==> config.mk <==
export PLATFORM = sky130hd
export DESIGN_NAME = pwm_timer_ctrl_flat
export DESIGN_NICKNAME = d
export VERILOG_FILES = /design/src/rtl/pwm_timer_ctrl_if.sv /design/src/rtl/pwm_timer_ctrl.sv /design/src/flat_wrapper.sv
export SDC_FILE = /design/constraint.sdc
export NUM_CORES = 1
export LEC_CHECK = 0
export CORE_ASPECT_RATIO = 1.4
export CORE_MARGIN = 2
export CORE_UTILIZATION = 35
export CTS_CLUSTER_DIAMETER = 80
export CTS_CLUSTER_SIZE = 16
export DETAILED_ROUTE_END_ITERATION = 8
export GPL_TIMING_DRIVEN = 0
export PLACE_DENSITY_LB_ADDON = 0.1
export SETUP_SLACK_MARGIN = 0.15
export SLEW_MARGIN = 15
export SYNTH_ARGS = -nofsm -noshare
export SYNTH_HDL_FRONTEND = slang
export SYNTH_SLANG_ARGS = --single-unit
export TNS_END_PERCENT = 1
==> constraint.sdc <==
create_clock -name clk_i -period 4.1 [get_ports clk_i]
set_input_delay 0.615 -clock clk_i [delete_from_list [all_inputs] [get_ports clk_i]]
set_output_delay 0.615 -clock clk_i [all_outputs]
set_load 0.005 [all_outputs]
Figure 1. Routing congestion map (run 1).
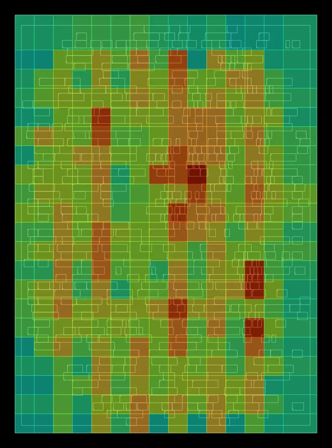
met3 usage in global routing: 0.04416
met2 global-route usage: 0.2763
routed len/inst: 17.20 um
Global Route Usage Sum: 0.1660
GRT busiest layer: met2

Figure 2. Metal 4 (run 1).
Scale: 3 px per um. Supply wires on this layer in grey.
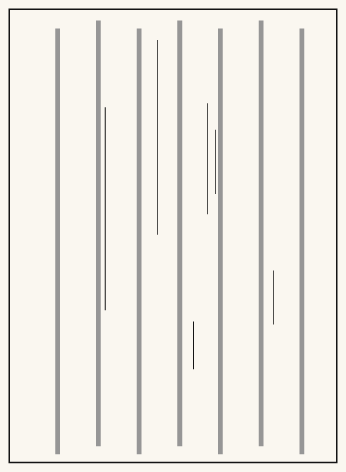
The layer carries 223 um of wire. The wires run mostly vertical.
total number of vias: 3609
Routed WL: 12420 um

Figure 3. Signal metal coverage by tile (run 1).
Scale: 2 px per um. 22 x 30 tiles, from white (low) to dark blue (high), scaled to the fullest tile. Values are wire area over tile area, all layers added.
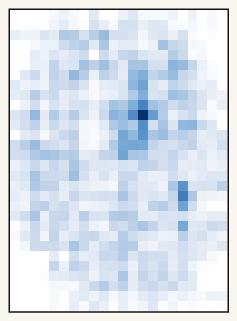
13% of the tiles are nearly empty. The densest ninth of the die: centre. The mean over all tiles is 0.12. The fullest tile reaches 0.71. 2.4% of the tiles are over half the peak.

==> impl_metrics.json, run 1 <==
{
  "setup_violations": 0,
  "clk_pin_slew_ps": 60,
  "viasPerCell": 4.999,
  "clkSinkCount": 116,
  "rsz0062_at_grt": "false",
  "tightest_slew_ps": 1051,
  "syn_nets": 438,
  "ys_seq_share": 0.5432,
  "cts_max_path_buffers": 2,
  "synth_chip_area_sq_um": 5371,
  "cp.arrival_ps": 3890,
  "fmax_ghz": 0.2778,
  "worstSkewPairLatency_ps": 410,
  "buffers": 105,
  "clock_area_frac": 0.09464,
  "port_buffers": 87,
  "overflow": 0,
  "ys_cells": 410,
  "met1_usage": 0.2033,
  "cp_cell_sequence": "buf_2 > inv_1 > ha_1 > clkbuf_1 > inv_1 > o41ai_1 > o2111ai_1 > nor4_2 > o21ai_2 > o22ai_2 > buf_6 > buf_12 > mux2_4",
  "flops": 116,
  "total_power_w": 0.005185,
  "final_layout_top_logic_cells": "104 x dfrtp_1, 86 x clkdlybuf4s50_1, 76 x mux2_2",
  "crit_path_start_kind": "register",
  "place.gp.congestion": 0.8176,
  "synth_area_sq_um": 5371,
  "grt_pass1_wl_um": 20530,
  "synth_top_area_share": 0.4845,
  "end_kind": "register",
  "dp_slack_ps": 472.4,
  "path_class": "reg -> reg",
  "ys_ff": 116,
  "num_antenna_cells": 0,
  "drv_slew": 0,
  "timing.hold.ws_ps": 111.1,
  "cts-htree-levels": 4,
  "highest_layer": "met4",
  "status": "complete, no violations",
  "synth-main-ff-cell": "dfrtp_1",
  "place_inst": 690,
  "drc": 0,
  "first_pass_iters": 4,
  "cp.required_ps": 4390,
  "reg2reg_depth": 13,
  "synthArstFlopShare": 1.000,
  "synthToLayoutAreaGrowth_pct": 33.89,
  "drive_gt1_frac": 0.2962,
  "final_common_cell": "dfrtp_1",
  "peakVddDrop_uv": 360.9,
  "seq_share": 0.4057,
  "nets": 545,
  "mi_logic_area_sq_um": 2281,
  "nWellTaps": 192,
  "grt_max_degree": 78,
  "fillers": 1378,
  "comb_share": 0.3172,
  "die_width_um": 108.7,
  "maxCapViolCount": 0,
  "max_slew_margin": 0.2975,
  "layout.non_clock_inverters": 12,
  "cp.depth": 13,
  "met2_wirelength_um": 6371,
  "synth_warnings": 0,
  "post-synth-top-area-cell": "dfrtp_1",
  "core_sq_um": 14990,
  "tritoncts": "yes",
  "wl_met3_um": 569,
  "synthCells": 410,
  "drt-met1-wl_um": 5253,
  "cts_root_buf": "clkbuf_16",
  "fin_crit_ps": 3600,
  "final-hold-violation-count": 0,
  "cp_slowest_stage_delay_ps": 430,
  "crit_path_top_delay_cell": "o41ai_1",
  "post-synth-top-count-cell": "dfrtp_1",
  "layout.nonclk_buf_frac": 0.1428,
  "post_cts_resized": 0,
  "initCoreUtil": 0.3584,
  "dominant_cells": "flip-flops and latches",
  "seqCellArea_sq_um": 2918,
  "yosysUniqueCellTypes": 53,
  "finClkSkew_ps": 8.407,
  "grt_pass1_vias": 3949,
  "cpMostUsedCell": "inv_1",
  "die_area_sq_um": 16370,
  "cp_max_fo": 10,
  "synthTopCellsByCount": "104 x dfrtp_1, 76 x mux2_2, 27 x nor2_1",
  "numCtsBuffers": 17,
  "critPathTopFamily": "buffers and inverters",
  "rows": 53,
  "dp_hpwl_um": 8908,
  "drt_iter0_markers": 146,
  "power_density_nw_per_um2": 721.0,
  "hold_path.class": "in -> async",
  "stdcell_count": 722,
  "r2r_setup_slack_ps": 500,
  "utilization": 0.4799,
  "syn_area_per_cell_sq_um": 13.10,
  "design_area_sq_um": 7192,
  "p_leak_nw": 2.990,
  "tns_ps": 0,
  "antenna_found_initial": 0,
  "timing.final.crit_share": 0.8781,
  "ant_nets": 0,
  "worst-path-buf-inv": 6,
  "postPlaceCellArea_sq_um": 6511,
  "die_h_um": 150.6,
  "worst_slack_ps": 500.0,
  "ios": 90
}
-- run 1: cell families (layout without fill, tap and decap cells) --
group / Yosys count / in the layout / share of synthesized area
other: 1 / 1 / 0.0006981
adder cells (fa/ha/maj): 7 / 7 / 0.01630
XOR/XNOR: 31 / 31 / 0.05055
AND-OR/OR-AND: 36 / 36 / 0.04822
AND/OR/NAND/NOR: 94 / 94 / 0.09364
flip-flops: 116 / 116 / 0.5432
multiplexers: 96 / 96 / 0.2152
buffers and inverters: 29 / 149 / 0.03214
-- run 1: power breakdown --
part | internal (W) | switching (W)
clock network | 0.00117 | 0.000534
logic | 0.000993 | 0.000638
registers | 0.00152 | 0.000324
total | 0.00369 | 0.00150
Figure 4. Selected gate families (run 1).
Scale: 4 px per um.
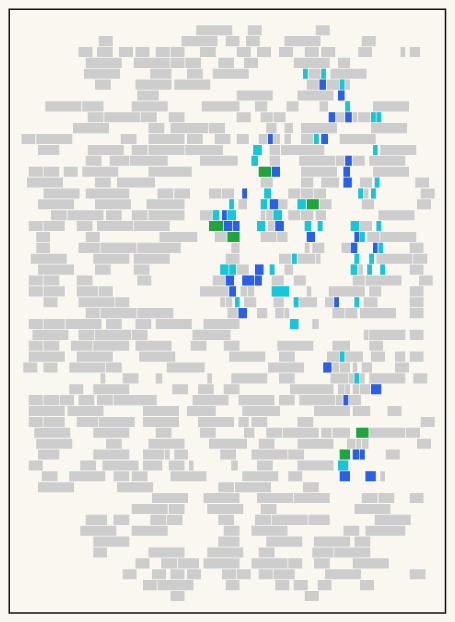

==> inputs of run 2 (changes only) <==
--- a/config.mk
+++ b/config.mk
@@ -11,9 +11,10 @@
 export CTS_CLUSTER_DIAMETER = 80
 export CTS_CLUSTER_SIZE = 16
 export DETAILED_ROUTE_END_ITERATION = 8
+export GPL_ROUTABILITY_DRIVEN = 1
 export GPL_TIMING_DRIVEN = 0
 export PLACE_DENSITY_LB_ADDON = 0.1
-export SETUP_SLACK_MARGIN = 0.15
+export SETUP_SLACK_MARGIN = 0.2
 export SLEW_MARGIN = 15
 export SYNTH_ARGS = -nofsm -noshare
 export SYNTH_HDL_FRONTEND = slang
==> constraint.sdc (replaced) <==
create_clock -name clk_i -period 3.3 [get_ports clk_i]
set_input_delay 0.495 -clock clk_i [delete_from_list [all_inputs] [get_ports clk_i]]
set_output_delay 0.495 -clock clk_i [all_outputs]
set_load 0.005 [all_outputs]
Figure 5. Selected gate families (run 2).
Scale: 4 px per um.
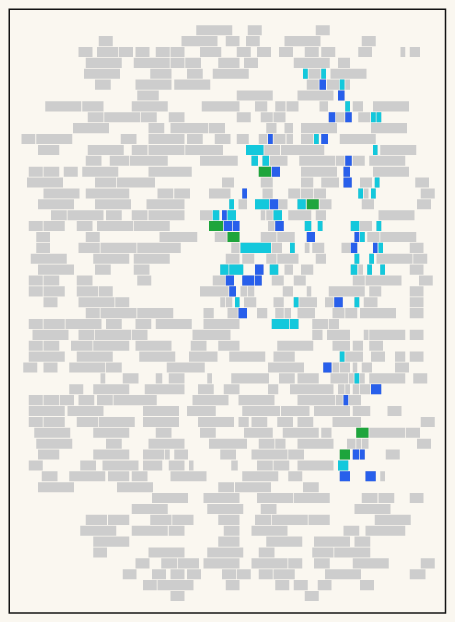
AND-OR and OR-AND gates: drawn in green, cells 6. NOR gates: drawn in cyan, cells 44. NAND gates: drawn in blue, cells 34.
most numerous logic cell after layout: dfrtp_1
Finished Layout Cells: 738
Comb area share: 0.3208

==> run 2 against run 1 <==
Clock skew is 0.59 ps higher. Core utilization increased by 2.2 points. Sequential power up 25%. Power grew 29%. Non-clock buffer count increased by 16. Setup slack worse by 450 ps. Largest power group unchanged.
==> impl_metrics.json, run 2 <==
{
  "peakVddDrop_uv": 450.3,
  "drive_gt1_frac": 0.3498,
  "comb_cells": 265,
  "fin_crit_ps": 3250,
  "buffers": 121,
  "antenna_found_initial": 0,
  "p_leak_nw": 3.143,
  "yosysUniqueCellTypes": 53,
  "maxCapViolCount": 0,
  "end_kind": "register",
  "ys_seq_share": 0.5432,
  "initCoreUtil": 0.3584,
  "synth_top_area_share": 0.4845,
  "first_pass_iters": 4,
  "finClkSkew_ps": 9.000,
  "highest_layer": "met4",
  "ys_ff": 116,
  "cp.arrival_ps": 3540,
  "cpMostUsedCell": "buf_12",
  "r2r_setup_slack_ps": 50,
  "drc": 0,
  "topCombFamilyByArea": "multiplexers",
  "synth.cellmix.compoundShare": 0.04822,
  "seqCellArea_sq_um": 2920,
  "hold_path.class": "reg -> reg",
  "layout.nonclk_buf_frac": 0.1629,
  "synth_chip_area_sq_um": 5371,
  "ios": 90,
  "tns_ps": 0,
  "cts_max_path_buffers": 2,
  "tritoncts": "yes",
  "crit_path_top_delay_cell": "or4_4",
  "wl_um": 12910,
  "max_slew_margin": 0.2939,
  "nWellTaps": 192,
  "status": "complete, no violations",
  "ys_sh_adder": 0.01631,
  "crit_path_start_kind": "register",
  "rows": 53,
  "cp.required_ps": 3590,
  "synthArstFlopShare": 1.000,
  "cp_slowest_stage_delay_ps": 520,
  "met2_wirelength_um": 6708,
  "worst_slack_ps": 49.73,
  "rsz0062_at_grt": "true",
  "final-hold-violation-count": 0,
  "syn_nets": 438,
  "timing.hold.ws_ps": 499.7,
  "total_power_w": 0.006688,
  "min_path_cells": 1,
  "mi_logic_area_sq_um": 2415,
  "layout.non_clock_inverters": 12,
  "place.gp.congestion": 0.8176,
  "dp_slack_ps": -327.6,
  "synthToLayoutAreaGrowth_pct": 40.14,
  "drt-met1-wl_um": 5386,
  "fillers": 1346,
  "critPathTopFamily": "simple AND/OR/NAND/NOR gates",
  "post-synth-top-count-cell": "dfrtp_1",
  "synth_area_sq_um": 5371,
  "wl_met3_um": 549,
  "drt_iter0_markers": 121,
  "tightest_slew_ps": 1057,
  "met1_usage": 0.2091,
  "overflow": 0,
  "power_density_nw_per_um2": 888.4,
  "cts-htree-levels": 4,
  "reg2reg_depth": 12,
  "core_sq_um": 14990,
  "cts_root_buf": "clkbuf_16",
  "syn_area_per_cell_sq_um": 13.10,
  "cp.depth": 12,
  "ys_cells": 410,
  "place_inst": 690,
  "grt_pass1_vias": 4107,
  "flops": 116,
  "final_layout_top_logic_cells": "102 x dfrtp_1, 86 x clkdlybuf4s50_1, 64 x mux2_2",
  "clock_area_frac": 0.09043,
  "post-synth-top-area-cell": "dfrtp_1",
  "simple_gate_area_frac": 0.09364,
  "clkSinkCount": 116,
  "dp_hpwl_um": 8908,
  "seq_share": 0.3880,
  "warnings": 32,
  "nets": 561,
  "port_buffers": 87,
  "synth-main-ff-cell": "dfrtp_1",
  "synth_warnings": 0,
  "die_h_um": 150.6,
  "cp_cell_sequence": "or3_4 > or4_4 > a22oi_2 > o2111ai_2 > nor4_2 > buf_4 > o21ai_4 > o22ai_4 > buf_6 > buf_12 > buf_12 > mux2_4",
  "drv_slew": 0,
  "synthTopCellsByCount": "104 x dfrtp_1, 76 x mux2_2, 27 x nor2_1",
  "clk_pin_slew_ps": 60,
  "worst-path-buf-inv": 4,
  "path_class": "reg -> reg",
  "die_width_um": 108.7,
  "cp_max_fo": 6,
  "grt_pass1_wl_um": 21420,
  "vias": 3688,
  "grt.busiest_layer": "met2",
  "synthXorXnorAreaFrac": 0.05055,
  "postPlaceCellArea_sq_um": 6511,
  "dominant_cells": "flip-flops and latches",
  "timing.final.crit_share": 0.9849,
  "die_area_sq_um": 16370,
  "synthCells": 410,
  "fmax_ghz": 0.3077,
  "ant_nets": 0,
  "numCtsBuffers": 17,
  "worstSkewPairLatency_ps": 410,
  "design_area_sq_um": 7527,
  "ys_sh_mux": 0.2152,
  "grt_max_degree": 78,
  "viasPerCell": 4.997,
  "setup_violations": 0
}
Figure 6. Routing congestion map (run 2).
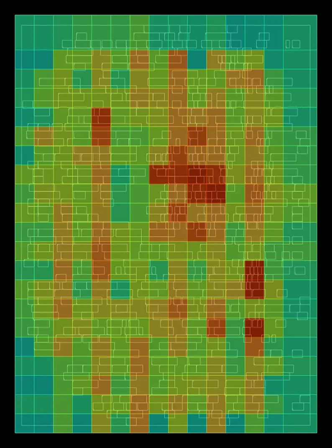
met3 usage in global routing: 0.04545
met2 global-route usage: 0.2919
routed len/inst: 17.49 um
Global Route Usage Sum: 0.1738
final core utilization: 0.5023

## run 2: netlist changes by cell type in the layout (fill, tap and decap cells not counted), moves of 2 or more
cell and change:
mux2_2 -12, buf_6 +2, nor3_2 +2, buf_12 +3, dfrtp_2 +2, nor3_1 -2
clkbuf_1 -2, clkbuf_4 +2, dfrtp_1 -2, buf_4 +10, mux2_4 +12, nor4_1 -2
## run 2: power by group
part	leakage [nW]	switching, W	internal (W)
combinational	1.41	0.000860	0.00138
sequential	1.40	0.000430	0.00189
clock	0.331	0.000663	0.00146
total	3.14	0.00195	0.00473
## run 2: repair_timing
item / 4_1_cts / 5_1_grt
buffers inserted: 13 / 1
resized: 25 / 22
pin swaps: 7 / 6
cloned: 1 / 0
endpoints found under the hold margin: 6 / 0
endpoints found under the setup margin: 60 / 65
hold buffers: 1 / 0
Power figures rest on the tool's default switching activity, not on a simulated workload.
